File: config.mk
export PLATFORM = sky130hd
export DESIGN_NAME = mem_wb_pipe_reg
export DESIGN_NICKNAME = d
export VERILOG_FILES = /design/src/rtl/mem_wb_pipe_reg.sv
export SDC_FILE = /design/constraint.sdc
export NUM_CORES = 1
export LEC_CHECK = 0
export CAP_MARGIN = 20
export CORE_ASPECT_RATIO = 0.8
export CORE_MARGIN = 5
export CORE_UTILIZATION = 36
export DETAILED_ROUTE_END_ITERATION = 10
export PLACE_DENSITY_LB_ADDON = 0.08
export RECOVER_POWER = 50
export SLEW_MARGIN = 10
export SYNTH_ARGS = -nofsm -noshare
export SYNTH_HDL_FRONTEND = slang
export SYNTH_SLANG_ARGS = --single-unit
File: constraint.sdc
create_clock -name clk -period 1.35 [get_ports clk]
set_input_delay 0.27 -clock clk [delete_from_list [all_inputs] [get_ports clk]]
set_output_delay 0.27 -clock clk [all_outputs]
set_load 0.05 [all_outputs]
File: src/rtl/mem_wb_pipe_reg.sv
// MEM->WB pipeline stage register with valid/ready handshake, flush and $0-write suppression.
// Define MEM_WB_SKID_EN to add a skid register so ready_m is registered and has no path from ready_w.
module mem_wb_pipe_reg #(
    parameter int DATA_W     = 32,
    parameter int REG_ADDR_W = 5,
    parameter int WB_W       = 2
) (
    input  logic                  clk,
    input  logic                  rst,
    input  logic                  flush,
    input  logic                  valid_m,
    output logic                  ready_m,
    input  logic [WB_W-1:0]       WBM,
    input  logic [DATA_W-1:0]     ReadDataM,
    input  logic [DATA_W-1:0]     ALUResultM,
    input  logic [REG_ADDR_W-1:0] RegDstM,
    output logic                  valid_w,
    input  logic                  ready_w,
    output logic [WB_W-1:0]       WBW,
    output logic                  RegWrite,
    output logic                  MemtoReg,
    output logic [DATA_W-1:0]     ReadDataW,
    output logic [DATA_W-1:0]     ALUResultW,
    output logic [REG_ADDR_W-1:0] RegDstW
);

    // Writes to register 0 are architecturally discarded, so drop RegWrite at capture.
    function automatic logic [WB_W-1:0] suppress_r0(input logic [WB_W-1:0] wb,
                                                    input logic [REG_ADDR_W-1:0] rd);
        logic [WB_W-1:0] r;
        r = wb;
        if (rd == '0) r[0] = 1'b0;
        return r;
    endfunction

    logic                  accept;
    logic                  load_out;
    logic                  src_vld;
    logic [WB_W-1:0]       src_wb;
    logic [DATA_W-1:0]     src_rdata;
    logic [DATA_W-1:0]     src_alu;
    logic [REG_ADDR_W-1:0] src_rd;

    logic                  vld_p1;
    logic [WB_W-1:0]       wb_p1;
    logic [DATA_W-1:0]     rdata_p1;
    logic [DATA_W-1:0]     alu_p1;
    logic [REG_ADDR_W-1:0] rd_p1;

    assign accept   = valid_m & ready_m;
    assign load_out = ~vld_p1 | ready_w;

`ifdef MEM_WB_SKID_EN
    logic                  vld_p0;
    logic [WB_W-1:0]       wb_p0;
    logic [DATA_W-1:0]     rdata_p0;
    logic [DATA_W-1:0]     alu_p0;
    logic [REG_ADDR_W-1:0] rd_p0;

    assign ready_m = ~vld_p0 & ~rst;

    // Skid entry is always older than anything on the input, so it drains first.
    assign src_vld   = vld_p0 | accept;
    assign src_wb    = vld_p0 ? wb_p0    : suppress_r0(WBM, RegDstM);
    assign src_rdata = vld_p0 ? rdata_p0 : ReadDataM;
    assign src_alu   = vld_p0 ? alu_p0   : ALUResultM;
    assign src_rd    = vld_p0 ? rd_p0    : RegDstM;

    // ---- stage p0: skid register ----
    always_ff @(posedge clk) begin
        if (rst) begin
            vld_p0 <= 1'b0;
        end else if (flush) begin
            vld_p0 <= 1'b0;
        end else if (load_out) begin
            vld_p0 <= 1'b0;
        end else if (accept) begin
            vld_p0 <= 1'b1;
        end
    end

    always_ff @(posedge clk) begin
        if (accept & ~load_out) begin
            wb_p0    <= suppress_r0(WBM, RegDstM);
            rdata_p0 <= ReadDataM;
            alu_p0   <= ALUResultM;
            rd_p0    <= RegDstM;
        end
    end
`else
    assign ready_m = load_out & ~rst;

    assign src_vld   = accept;
    assign src_wb    = suppress_r0(WBM, RegDstM);
    assign src_rdata = ReadDataM;
    assign src_alu   = ALUResultM;
    assign src_rd    = RegDstM;
`endif

    // ---- stage p1: output register ----
    always_ff @(posedge clk) begin
        if (rst) begin
            vld_p1   <= 1'b0;
            wb_p1    <= '0;
            rdata_p1 <= '0;
            alu_p1   <= '0;
            rd_p1    <= '0;
        end else if (flush) begin
            vld_p1 <= 1'b0;
            wb_p1  <= '0;
        end else if (load_out) begin
            vld_p1 <= src_vld;
            if (src_vld) begin
                wb_p1    <= src_wb;
                rdata_p1 <= src_rdata;
                alu_p1   <= src_alu;
                rd_p1    <= src_rd;
            end
        end
    end

    assign valid_w    = vld_p1;
    assign WBW        = wb_p1;
    assign ReadDataW  = rdata_p1;
    assign ALUResultW = alu_p1;
    assign RegDstW    = rd_p1;
    assign RegWrite   = wb_p1[0] & vld_p1;
    assign MemtoReg   = wb_p1[1] & vld_p1;

endmodule

### The metal 1 layer

The bar under the picture is 20 um long. Supply wires on this layer in grey.
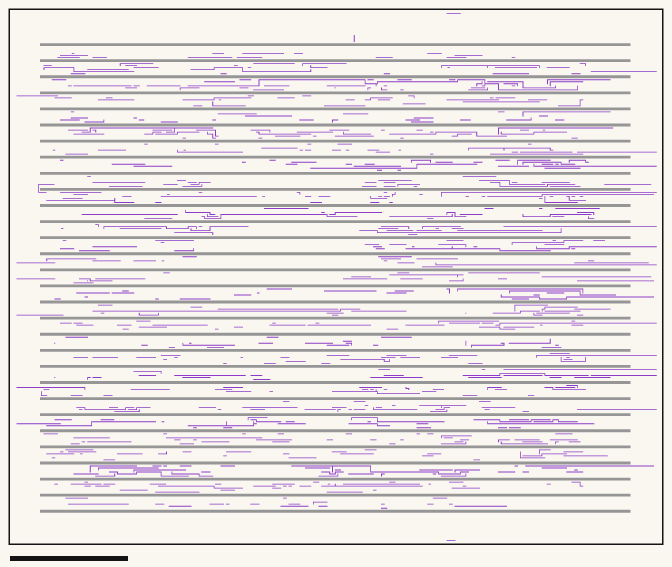
longest straight run	41.9 um
wire length on this layer	3130 um
vias: 2269
global routing usage on met1: 17.5%

### The metal 2 layer

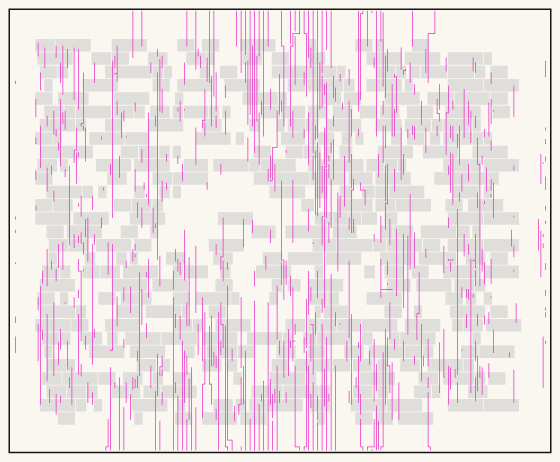
share of all routed wire	46%
nets with wire on the layer	431
wire length on this layer	3550 um
main direction	vertical
met2 Resource Use GR: 24.4%
routed wire length: 7650 um

==> out/summary.txt <==
DRT iter0 DRCs - 47
Initial antenna violation count - 0
Met2 Wirelength - 3550 um
Tool warning count - 28
Hpwl dp - 5930 um
Final min period - 1.35 ns
Yosys cell count - 243
Area figure in the yosys stat output - 2890 um^2
WL met1 - 3130 um
Critical path class - in2reg
Critical path peak fanout - 23
Syn Inst Count - 243
Util after Layout - 62.5%
Slew headroom - 80.1%
Grt ovf - 0
CP Launch Type - input pin
Num CTS Buffers - 9
Worst clock skew - 0.00310 ns
CTS tree - built
Dpl ws - -0.351 ns
Clk root buf - clkbuf_8
CTS H-Tree Depth - 3
DR pass1 iterations - 3
Met3 WL - 840 um
Remaining antenna violation count after routing - 0
Share of synthesized registers carrying an async set or reset - 0%
Hold crit path type - in2reg
Fin. max-slew vios - 0
Row cnt - 29
Hold Startpoint - rst
Top cells by area - dfxtp_1, mux2_2, nor2b_1
Final Cycle Share - 100%
Netlist Area Pre-Place - 2890 um^2
Final worst-path setup slack - -0.000553 ns
Area Growth Syn to Fin - 70.2%
Post-CTS sizing - 4
Final Wtd Congestion - 0.730
Slew @ Worst Pin - 0.299 ns
CP endpoint - ALUResultW[1]
Post-CTS Hold Buffers - 0
Synth Seq Share - 49.8%
Worst Hold End - WBW[1]
Max-area cell share - 49.8%
Syn_area_per_cell - 11.9 um^2
# diodes - 0
Syn Nets - 319
DR top layer - met4
CTS max path bufs - 2
Worst skew pair latency - 0.33 ns
Total power - 4990 uW
Crit path from - valid_m
Worst-path clk slew - 0.07 ns
Largest net degree at the start of global routing - 33
Leakage - 0.00218 uW
Die height - 90.2 um
Synth Warn # - 0
Core box area - 7870 um^2
Fp_density - 36.7%
First-pass GRT wire length - 11900 um
Setup violators final - 1
# IOs - 151
GRT Total Usage - 15.4%
Run status - finished with violations
Max_cap viols - 0
Leading area contributor after synthesis - dfxtp_1
Placed Area - 5390 um^2
Design area - 4920 um^2
Worst r2r src - valid_w
Pwr dens - 1010 nW/um^2
IO Port Bufs - 150
FMAX - 0.740 GHz
Vias in the first global route - 2401
Worst R2R Setup Slack - 0.01 ns
Failing checks - setup timing
Maximum VDD drop - 0.000604 V
Hold Path Stages - 5
Critical path data required time - 1.57 ns
WL per Instance - 14.9 um
Synth cell types - 21
Vias/cell - 4.41
EDFF count, synth - 0
Synth flops - 72
Layout cell share with drive strength beyond 1 - 44.5%
GR peak layer - met2
Endpoints failing hold - 0
Die X - 110 um
Top cells by count - dfxtp_1, nor2b_1, mux2_2
Clock tree sinks - 72
Die ar. - 9940 um^2
Worst Setup End Kind - register
Main synth FF type - dfxtp_1
Fin nets - 481
Most frequent cell after synthesis - dfxtp_1
Crit Reg-Reg Endpoint - ALUResultW[1]
RSZ-0062 raised after global routing - yes
DRC Markers - 0
Final hold slack - 0.419 ns
Post-CTS Repair Setup Buffers - 3
Depth of the most critical reg-to-reg path - 5
CP arrival - 1.57 ns
### M3 wires

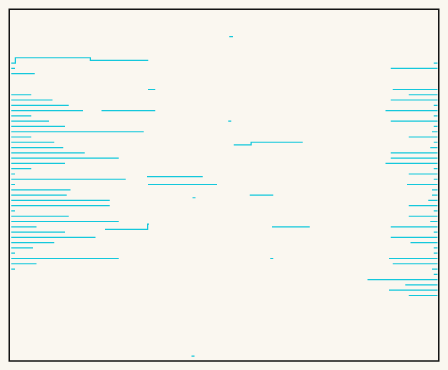
nets with wire on the layer	82
share of all routed wire	11%
met3 usage: 8.02%

[cells by family (layout without fill, tap and decap cells)]
kind of cell,count (synthesis),count (layout),synth area share (%)
buf+inv,16,180,3.03
simple gates,81,81,17.7
compound gates,5,5,1.25
flops,72,72,49.8
mux,69,69,28.2
[worst max-delay path, cell delays in order]
cell and delay, ns:
clkdlybuf4s50_1 0.47, nor2b_4 0.18, nand3b_4 0.16, buf_12 0.21
mux2_2 0.28
[state kept, by name, summed over array words and instances (netlist names)]
register / flops
ALUResultW: 32
ReadDataW: 32
RegDstW: 5
WBW: 2
valid_w: 1
[power breakdown]
part	switching, uW	total, uW	internal (uW)	leakage, uW
combinational	632	1240	610	0.00151
sequential	72.9	2320	2240	0.000590
clock	702	1440	735	0.0000842
total	1410	4990	3590	0.00218
[metrics by stage]
stage | cells | TNS (ns)
6_report | 515 | -0.000553
5_1_grt | 515 | -1.23
4_1_cts | 515 | -0.0237
3_5_place_dp | 499 | -23.30
3_3_place_gp | 499 | -22.35
2_1_floorplan | 243 | 0
[placed cells by master (no fill, tap or decap), drive strengths merged]
cell type / Yosys / final
nor2b: 71 / 71
clkdlybuf4s50: 0 / 73
buf: 13 / 48
o21ai: 1 / 1
inv: 1 / 1
nand2b: 1 / 1
clkinv: 0 / 1
nand4: 1 / 1
o31ai: 1 / 1
and2: 2 / 2
a21boi: 2 / 2
nand3b: 1 / 1
mux2: 69 / 69
nand3: 1 / 1
nor2: 3 / 3
dfxtp: 72 / 72
clkbuf: 2 / 56
or4: 1 / 1
o311ai: 1 / 1
dlygate4sd2: 0 / 1
[cell type report]
class                           instances  area, um^2
Sequential cell                        72        1450
Clock buffer                           12         155
Multi-Input combinational cell        155        1400
Timing Repair Buffer                  166        1780
Tap cell                              108         135
Inverter                                1        3.75
Clock inverter                          1        5.00
Fill cell                             656        2950
Power and IR drop assume default switching activity.
